Figure 1. Routed metal, one color a layer.
Bar = 100 um.
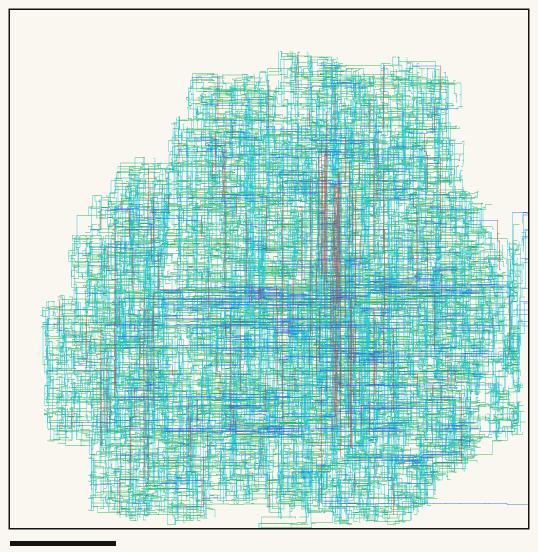
Figure 2. Sequential cells grouped by signal name.
Bar = 100 um. Other sequential cells in the stronger gray, the rest of the logic in the fainter gray.
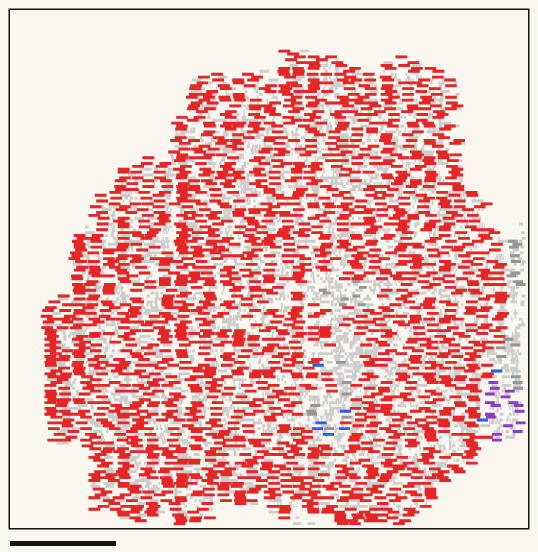
File: src/rtl/uart_mem_ctrl_pkg.sv
// Shared constants, state encoding and helpers for the byte-command memory controller.
package uart_mem_ctrl_pkg;

    localparam logic [7:0] OP_WRITE = 8'h57;
    localparam logic [7:0] OP_READ  = 8'h52;
    localparam logic [7:0] RSP_ACK  = 8'h4B;
    localparam logic [7:0] RSP_ERR  = 8'h3F;

    typedef enum logic [2:0] {
        ST_IDLE,
        ST_ADDR,
        ST_DATA,
        ST_WRITE,
        ST_MEM_RD,
        ST_TX
    } state_e;

    // Number of big-endian address bytes needed to carry an address of the given width.
    function automatic int unsigned addr_bytes(input int unsigned addr_width);
        return (addr_width + 7) / 8;
    endfunction

endpackage

File: src/rtl/uart_mem_ctrl_if.sv
// Receive strobe and transmit handshake between the UART pair and the memory controller.
interface uart_mem_ctrl_if;

    logic       rx_valid;
    logic [7:0] rx_byte;
    logic       tx_valid;
    logic [7:0] tx_byte;
    logic       tx_ready;

    modport slave (
        input  rx_valid,
        input  rx_byte,
        input  tx_ready,
        output tx_valid,
        output tx_byte
    );

    modport master (
        output rx_valid,
        output rx_byte,
        output tx_ready,
        input  tx_valid,
        input  tx_byte
    );

endinterface

File: src/rtl/uart_mem_ctrl_mem_ram.sv
// Single-port synchronous RAM with registered read data (one-cycle read latency).
module uart_mem_ctrl_mem_ram #(
    parameter int unsigned ADDR_WIDTH = 8,
    parameter int unsigned DATA_WIDTH = 8
) (
    input  logic                  clock,
    input  logic                  we,
    input  logic [ADDR_WIDTH-1:0] addr,
    input  logic [DATA_WIDTH-1:0] wdata,
    output logic [DATA_WIDTH-1:0] rdata
);

    logic [DATA_WIDTH-1:0] mem [0:(1 << ADDR_WIDTH) - 1];
    logic [DATA_WIDTH-1:0] rdata_q;

    // Write when enabled; always register the addressed word (contents are not reset).
    always_ff @(posedge clock) begin
        if (we) begin
            mem[addr] <= wdata;
        end
        rdata_q <= mem[addr];
    end

    assign rdata = rdata_q;

endmodule

File: src/rtl/uart_mem_ctrl.sv
// Byte-command memory controller: parses W/R commands from the UART receiver,
// accesses the internal RAM and streams responses to the UART transmitter.
module uart_mem_ctrl
    import uart_mem_ctrl_pkg::*;
#(
    parameter int unsigned ADDR_WIDTH = 8,
    parameter int unsigned DATA_BYTES = 1,
    parameter int unsigned TIMEOUT    = 100000
) (
    input  logic            clock,
    input  logic            reset_n,
    uart_mem_ctrl_if.slave  bus,
    output logic            busy,
    output logic            overrun
);

    localparam int unsigned DW = 8 * DATA_BYTES;
    localparam int unsigned AB = addr_bytes(ADDR_WIDTH);
    localparam int unsigned TW = $clog2(TIMEOUT);
    localparam logic [TW-1:0] TO_LAST = TW'(TIMEOUT - 1);

    state_e                state_q, state_d;
    logic [ADDR_WIDTH-1:0] addr_q, addr_d;
    logic [DW-1:0]         data_q, data_d;
    logic [DW-1:0]         tx_q, tx_d;
    logic [DW-1:0]         rdata;
    logic [2:0]            cnt_q, cnt_d;
    logic [TW-1:0]         to_q, to_d;
    logic                  write_q, write_d;
    logic                  overrun_q, overrun_d;
    logic                  ram_we;

    // Next-state, shift registers, timeout and dropped-byte detection.
    always_comb begin
        state_d   = state_q;
        addr_d    = addr_q;
        data_d    = data_q;
        tx_d      = tx_q;
        cnt_d     = cnt_q;
        to_d      = '0;
        write_d   = write_q;
        overrun_d = 1'b0;
        ram_we    = 1'b0;
        case (state_q)
            ST_IDLE: begin
                if (bus.rx_valid) begin
                    if (bus.rx_byte == OP_WRITE || bus.rx_byte == OP_READ) begin
                        write_d = (bus.rx_byte == OP_WRITE);
                        cnt_d   = 3'(AB - 1);
                        state_d = ST_ADDR;
                    end else begin
                        tx_d    = DW'(RSP_ERR) << (DW - 8);
                        cnt_d   = '0;
                        state_d = ST_TX;
                    end
                end
            end
            ST_ADDR: begin
                if (bus.rx_valid) begin
                    // Shifting within ADDR_WIDTH bits drops excess high address bits.
                    addr_d = (addr_q << 8) | ADDR_WIDTH'(bus.rx_byte);
                    if (cnt_q == '0) begin
                        if (write_q) begin
                            cnt_d   = 3'(DATA_BYTES - 1);
                            state_d = ST_DATA;
                        end else begin
                            state_d = ST_MEM_RD;
                        end
                    end else begin
                        cnt_d = cnt_q - 3'd1;
                    end
                end else if (to_q == TO_LAST) begin
                    state_d = ST_IDLE;
                end else begin
                    to_d = to_q + 1'b1;
                end
            end
            ST_DATA: begin
                if (bus.rx_valid) begin
                    data_d = (data_q << 8) | DW'(bus.rx_byte);
                    if (cnt_q == '0) begin
                        state_d = ST_WRITE;
                    end else begin
                        cnt_d = cnt_q - 3'd1;
                    end
                end else if (to_q == TO_LAST) begin
                    state_d = ST_IDLE;
                end else begin
                    to_d = to_q + 1'b1;
                end
            end
            ST_WRITE: begin
                ram_we    = 1'b1;
                overrun_d = bus.rx_valid;
                tx_d      = DW'(RSP_ACK) << (DW - 8);
                cnt_d     = '0;
                state_d   = ST_TX;
            end
            ST_MEM_RD: begin
                overrun_d = bus.rx_valid;
                tx_d      = rdata;
                cnt_d     = 3'(DATA_BYTES - 1);
                state_d   = ST_TX;
            end
            ST_TX: begin
                overrun_d = bus.rx_valid;
                if (bus.tx_ready) begin
                    if (cnt_q == '0) begin
                        state_d = ST_IDLE;
                    end else begin
                        tx_d  = tx_q << 8;
                        cnt_d = cnt_q - 3'd1;
                    end
                end
            end
            default: state_d = ST_IDLE;
        endcase
    end

    // State and datapath registers with asynchronous active-low reset.
    always_ff @(posedge clock or negedge reset_n) begin
        if (!reset_n) begin
            state_q   <= ST_IDLE;
            addr_q    <= '0;
            data_q    <= '0;
            tx_q      <= '0;
            cnt_q     <= '0;
            to_q      <= '0;
            write_q   <= 1'b0;
            overrun_q <= 1'b0;
        end else begin
            state_q   <= state_d;
            addr_q    <= addr_d;
            data_q    <= data_d;
            tx_q      <= tx_d;
            cnt_q     <= cnt_d;
            to_q      <= to_d;
            write_q   <= write_d;
            overrun_q <= overrun_d;
        end
    end

    // The RAM sees the next address so a read launches on the last address
    // byte; the word is then ready to load into tx_q when leaving MEM_RD.
    uart_mem_ctrl_mem_ram #(
        .ADDR_WIDTH(ADDR_WIDTH),
        .DATA_WIDTH(DW)
    ) u_ram (
        .clock (clock),
        .we    (ram_we),
        .addr  (addr_d),
        .wdata (data_q),
        .rdata (rdata)
    );

    assign bus.tx_valid = (state_q == ST_TX);
    assign bus.tx_byte  = tx_q[DW-1 -: 8];
    assign busy         = (state_q != ST_IDLE);
    assign overrun      = overrun_q;

endmodule

File: src/flat_wrapper.sv
// flat-port wrapper written by rule: the top's interface ports become plain ports
module uart_mem_ctrl_flat import uart_mem_ctrl_pkg::*;
#(
    parameter int unsigned ADDR_WIDTH = 8,
    parameter int unsigned DATA_BYTES = 1,
    parameter int unsigned TIMEOUT    = 100000
)
  (clock, reset_n, busy, overrun, bus_rx_valid, bus_rx_byte, bus_tx_ready, bus_tx_valid, bus_tx_byte);
  uart_mem_ctrl_if bus_i ();
  input  logic clock;
  input  logic reset_n;
  output logic busy;
  output logic overrun;
  input wire logic [$bits(bus_i.rx_valid)-1:0] bus_rx_valid;
  input wire logic [$bits(bus_i.rx_byte)-1:0] bus_rx_byte;
  input wire logic [$bits(bus_i.tx_ready)-1:0] bus_tx_ready;
  output wire logic [$bits(bus_i.tx_valid)-1:0] bus_tx_valid;
  output wire logic [$bits(bus_i.tx_byte)-1:0] bus_tx_byte;
  assign bus_i.rx_valid = bus_rx_valid;
  assign bus_i.rx_byte = bus_rx_byte;
  assign bus_i.tx_ready = bus_tx_ready;
  assign bus_tx_valid = bus_i.tx_valid;
  assign bus_tx_byte = bus_i.tx_byte;
  uart_mem_ctrl #(.ADDR_WIDTH(ADDR_WIDTH), .DATA_BYTES(DATA_BYTES), .TIMEOUT(TIMEOUT)) u_core (.clock(clock), .reset_n(reset_n), .bus(bus_i), .busy(busy), .overrun(overrun));
endmodule
File: config.mk
export PLATFORM = sky130hd
export DESIGN_NAME = uart_mem_ctrl_flat
export DESIGN_NICKNAME = d
export VERILOG_FILES = /design/src/rtl/uart_mem_ctrl_pkg.sv /design/src/rtl/uart_mem_ctrl_if.sv /design/src/rtl/uart_mem_ctrl_mem_ram.sv /design/src/rtl/uart_mem_ctrl.sv /design/src/flat_wrapper.sv
export SDC_FILE = /design/constraint.sdc
export NUM_CORES = 2
export LEC_CHECK = 0
export ABC_AREA = 0
export CAP_MARGIN = 20
export CELL_PAD_IN_SITES_DETAIL_PLACEMENT = 0
export CELL_PAD_IN_SITES_GLOBAL_PLACEMENT = 1
export CORE_MARGIN = 2
export CORE_UTILIZATION = 35
export DETAILED_ROUTE_END_ITERATION = 10
export GPL_TIMING_DRIVEN = 1
export PLACE_DENSITY = 0.64
export SETUP_SLACK_MARGIN = 0.05
export SYNTH_ARGS = -nofsm -noshare
export SYNTH_HDL_FRONTEND = slang
export SYNTH_SLANG_ARGS = --single-unit
File: constraint.sdc
create_clock -name clock -period 4.48 [get_ports clock]
set_clock_uncertainty 0.15 [all_clocks]
set_input_delay 0.672 -clock clock [delete_from_list [all_inputs] [get_ports clock]]
set_output_delay 0.672 -clock clock [all_outputs]
set_load 0.05 [all_outputs]
==> run notes <==
yosys + openroad results -> layout cells sized above 1 19.9%, syn avg cell area 15.4 um2, most instantiated logic cells after routing 2048 x edfxtp_1, 1079 x nand2_1, 618 x buf_4, maximum fanout along the worst path 15, io pins 23, Total Die Area 239000 um2, global-route wire length before repair 348000 um, main flop type edfxtp_1, Top logic family simple AND/OR/NAND/NOR gates, CP Launch Type flop, status finished, final reports clean, design area 98500 um2, metal2 WL 114000 um, Worst Max-Slew Pin Slew 1.16 ns, Layout area overhead 19.7%, register area 62900 um2, DP HPWL 154000 um, max reg flops 2048, ys async rst share 2.33%, Basic Gates by Area 9.82%, fin util 42.0%, placed cells 8900, max_slew headroom 22.7%, yosys adder share 0.0608%, Site Rows 178, n_diodes 0, Top Consumer sequential cells, Mux area share 6.45%, Crit Path Class flop to flop, tapcell count 3150, initial antenna violation count 6, number of fill cells 21000, FF+latch count 2105, post_cts resized 0, Metal-1 WL 103000 um, Detailed Route Iter0 Violations 5502, Hold Fails Final Rpt 0, CTS tree yes, number of cells on the critical path 12, Slowest cell on crit path a31oi_1, Root Buffer clkbuf_16, Final min period 4.26 ns, ys cells 5355, Net Count, Synth 5371, DR vias/cell 5.32, net switching power 0.0212 W, die y size 489 um, Hold WS 0.267 ns, Synth area leader edfxtp_1
## Picture notes: Figure 1
- blue: metal 3 (wire length 17500 um)
- cyan: metal 2 (wire length 114 mm)
- green: metal 1 (wire length 103 mm)
- red: metal 4 (wire length 8070 um)

## Picture notes: Figure 2
- red: `u_core.u_ram.mem` (sequential cells 2048; where all over the die)
- blue: `u_core.data_q` (sequential cells 8)
- purple: `u_core.to_q` (sequential cells 17; where south-east)
- not colored: 32

Power is estimated from default activity; no workload was simulated.
